[src/rtl/tiny_rv_rr_hz.sv]
// tiny_rv_rr_hz: register-read stage with operand forwarding, load-use hazard bubbles and a hazard counter
module tiny_rv_rr_hz #(
  parameter int XLEN    = 32,
  parameter int NUM_FWD = 2
) (
  input  logic                    i_clk,
  input  logic                    i_reset,
  input  logic                    i_pipe_stall,
  input  logic                    i_pipe_flush,
  input  logic                    decode_valid,
  input  logic [XLEN-1:0]         decode_pc,
  input  logic [XLEN-1:0]         decode_imm32,
  input  logic [31:0]             decode_inst,
  input  logic [6:0]              decode_opcode,
  input  logic [2:0]              decode_funct3,
  input  logic [6:0]              decode_funct7,
  input  logic [4:0]              decode_rs1,
  input  logic [4:0]              decode_rs2,
  input  logic [4:0]              decode_rd,
  input  logic                    decode_uses_rs1,
  input  logic                    decode_uses_rs2,
  output logic [4:0]              read_p1,
  output logic [4:0]              read_p2,
  input  logic [XLEN-1:0]         data_p1,
  input  logic [XLEN-1:0]         data_p2,
  input  logic [NUM_FWD-1:0]      fwd_valid,
  input  logic [NUM_FWD-1:0]      fwd_ready,
  input  logic [NUM_FWD*5-1:0]    fwd_reg,
  input  logic [NUM_FWD*XLEN-1:0] fwd_val,
  output logic                    o_decode_stall,
  output logic                    rr_valid,
  output logic [XLEN-1:0]         rr_pc,
  output logic [31:0]             rr_inst,
  output logic [6:0]              rr_opcode,
  output logic [2:0]              rr_funct3,
  output logic [6:0]              rr_funct7,
  output logic [4:0]              rr_rd,
  output logic [XLEN-1:0]         rr_imm32,
  output logic [XLEN-1:0]         rr_rs1,
  output logic [XLEN-1:0]         rr_rs2,
  output logic [31:0]             rr_hazard_cnt
);
  logic [XLEN-1:0] op1, op2;
  logic rdy1, rdy2, hazard, load, zero;
  assign read_p1 = decode_rs1;
  assign read_p2 = decode_rs2;
  // Scan oldest to youngest so the lowest matching index wins; x0 overrides everything.
  always_comb begin
    op1 = data_p1;
    op2 = data_p2;
    rdy1 = 1'b1;
    rdy2 = 1'b1;
    for (int k = NUM_FWD - 1; k >= 0; k--) begin
      if (fwd_valid[k] && fwd_reg[5*k +: 5] == decode_rs1) begin
        op1 = fwd_val[XLEN*k +: XLEN];
        rdy1 = fwd_ready[k];
      end
      if (fwd_valid[k] && fwd_reg[5*k +: 5] == decode_rs2) begin
        op2 = fwd_val[XLEN*k +: XLEN];
        rdy2 = fwd_ready[k];
      end
    end
    if (decode_rs1 == 5'd0) begin
      op1 = '0;
      rdy1 = 1'b1;
    end
    if (decode_rs2 == 5'd0) begin
      op2 = '0;
      rdy2 = 1'b1;
    end
  end
  assign hazard = decode_valid && ((decode_uses_rs1 && !rdy1) || (decode_uses_rs2 && !rdy2));
  assign o_decode_stall = !i_pipe_flush && (i_pipe_stall || hazard);
  assign load = i_reset || i_pipe_flush || !i_pipe_stall;
  assign zero = i_reset || i_pipe_flush || hazard || !decode_valid;
  always_ff @(posedge i_clk) begin
    if (load) begin
      rr_valid  <= !zero;
      rr_pc     <= zero ? '0 : decode_pc;
      rr_inst   <= zero ? '0 : decode_inst;
      rr_opcode <= zero ? '0 : decode_opcode;
      rr_funct3 <= zero ? '0 : decode_funct3;
      rr_funct7 <= zero ? '0 : decode_funct7;
      rr_rd     <= zero ? '0 : decode_rd;
      rr_imm32  <= zero ? '0 : decode_imm32;
      rr_rs1    <= zero ? '0 : op1;
      rr_rs2    <= zero ? '0 : op2;
    end
    if (i_reset)
      rr_hazard_cnt <= '0;
    else if (!i_pipe_flush && !i_pipe_stall && hazard && rr_hazard_cnt != '1)
      rr_hazard_cnt <= rr_hazard_cnt + 32'd1;
  end
endmodule

[config.mk]
export PLATFORM = sky130hd
export DESIGN_NAME = tiny_rv_rr_hz
export DESIGN_NICKNAME = d
export VERILOG_FILES = /design/src/rtl/tiny_rv_rr_hz.sv
export SDC_FILE = /design/constraint.sdc
export NUM_CORES = 1
export LEC_CHECK = 0
export ABC_AREA = 1
export ABC_CLOCK_PERIOD_IN_PS = 10800
export CORE_MARGIN = 4
export CORE_UTILIZATION = 25
export CTS_BUF_LIST = sky130_fd_sc_hd__clkbuf_8
export DETAILED_ROUTE_END_ITERATION = 10
export PLACE_DENSITY = 0.59
export SYNTH_ARGS = -nofsm -noshare
export SYNTH_HDL_FRONTEND = slang
export SYNTH_SLANG_ARGS = --single-unit
[constraint.sdc]
create_clock -name i_clk -period 10.8 [get_ports i_clk]
set_input_delay 1.62 -clock i_clk [delete_from_list [all_inputs] [get_ports i_clk]]
set_output_delay 1.62 -clock i_clk [all_outputs]
set_load 0.02 [all_outputs]
clock_map.png
Scale: 1.5 px per um.
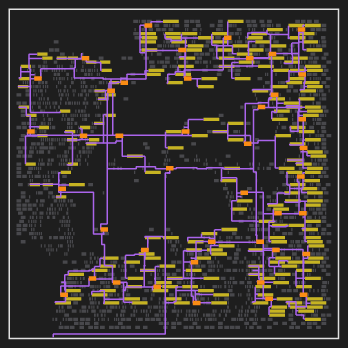
[clock wires] purple | length: 3,710 um
[flip-flops] yellow | count: 215
[cells driving clock nets] orange | count: 42
routed clock nets: 43
flops lie: all over the die

final_clocks.png
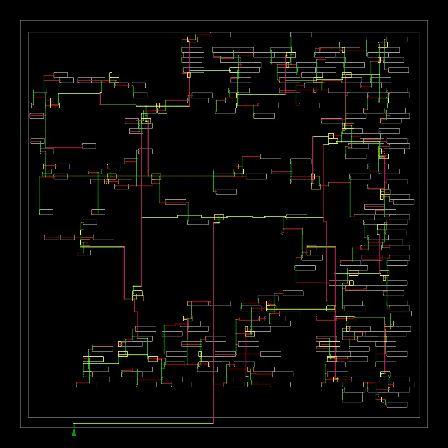
clock sinks: 215
Layout clock buffers: 42
Num CTS Buffers: 42
clk_lat worst skew: 0.59 ns

density.png
Scale: 1.5 px per um. 22 x 22 tiles, from white (low) to dark blue (high), 0 to 100% covered.
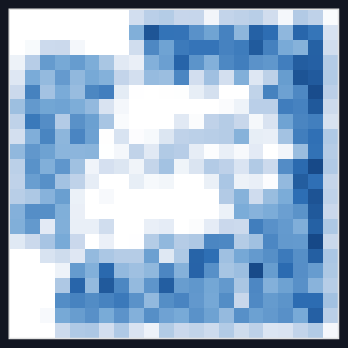
nearly empty tiles: 17%
emptiest ninth of the die: middle
mean over tiles: 35%

==> results_slide.txt <==
Key Metrics from the Run

Critical path
  – CP max stage delay: 0.62 ns
  – Critical path depth: 12
  – Reg-to-Reg End: rr_hazard_cnt[21]$_SDFFE_PP0P_

Power
  – Clock Power: 787 uW
  – Leakage power: approximately 0.0075 uW
  – Switching power total: 572 uW
  – Cell area power density: 122 mW/mm^2
  – Max IR drop VDD: 64.6 uV
  – Register share of total power: 0.452
  – Pint: 1550 uW

STA
  – Relative slew slack: 0.172
  – Max Slew Vio Count: 0
  – Unrepaired setup endpoints after global routing: no
  – Final setup margin: 4.90 ns
  – Slew at the pin closest to its max-slew limit: ~1.2 ns
  – Worst Clk Skew: 0.0357 ns
  – Fin. Hold Viols: 0
  – Worst hold slack: 0.555 ns

Synthesis
  – Adder-Cell Fraction of Synth Area: 0.00113
  – Synth unique cells: 28
  – EDFF count, synth: 183
  – Main flop type: edfxtp_1
  – Mapped Nets: 1,615
  – Compound Share, Synth: 0.0792
  – Main logic family: simple AND/OR/NAND/NOR gates
  – Synth warnings: 0
  – Basic Gates by Area: 0.232
  – Main area contributors: edfxtp_1 (50%), inv_1 (9.6%), nand2_1 (8.8%), nor2_1 (8.4%), dfxtp_1 (5.8%)

Route
  – Top sig layer: met5
  – M1 WL: 16,400 um
  – Antenna-violating nets left: 0
  – WL met2: 21,300 um

Cells and area
  – MI comb area: 0.00350 sq mm
  – Comb_multi_in: roughly 770
  – Largest cell class by area: flip-flops and latches
  – Non-clock inverters: around 290
  – Most frequent logic cell in the layout: clkdlybuf4s50_1
  – Fin area: 0.0174 sq mm

Floorplan
  – Die ar.: 0.0477 sq mm
  – Number of I/O pins: 503
  – Die width: 218 um
  – Tap cell count: 585

GRT
  – Met3 usage: 0.0652
  – Global-route wire length before repair: ~64,000 um
  – GR peak layer: met2

Run
  – Tool Warnings: 26

Run status
  – Status: complete, no violations
No activity file was given, so power comes from the tool's default toggle rates.
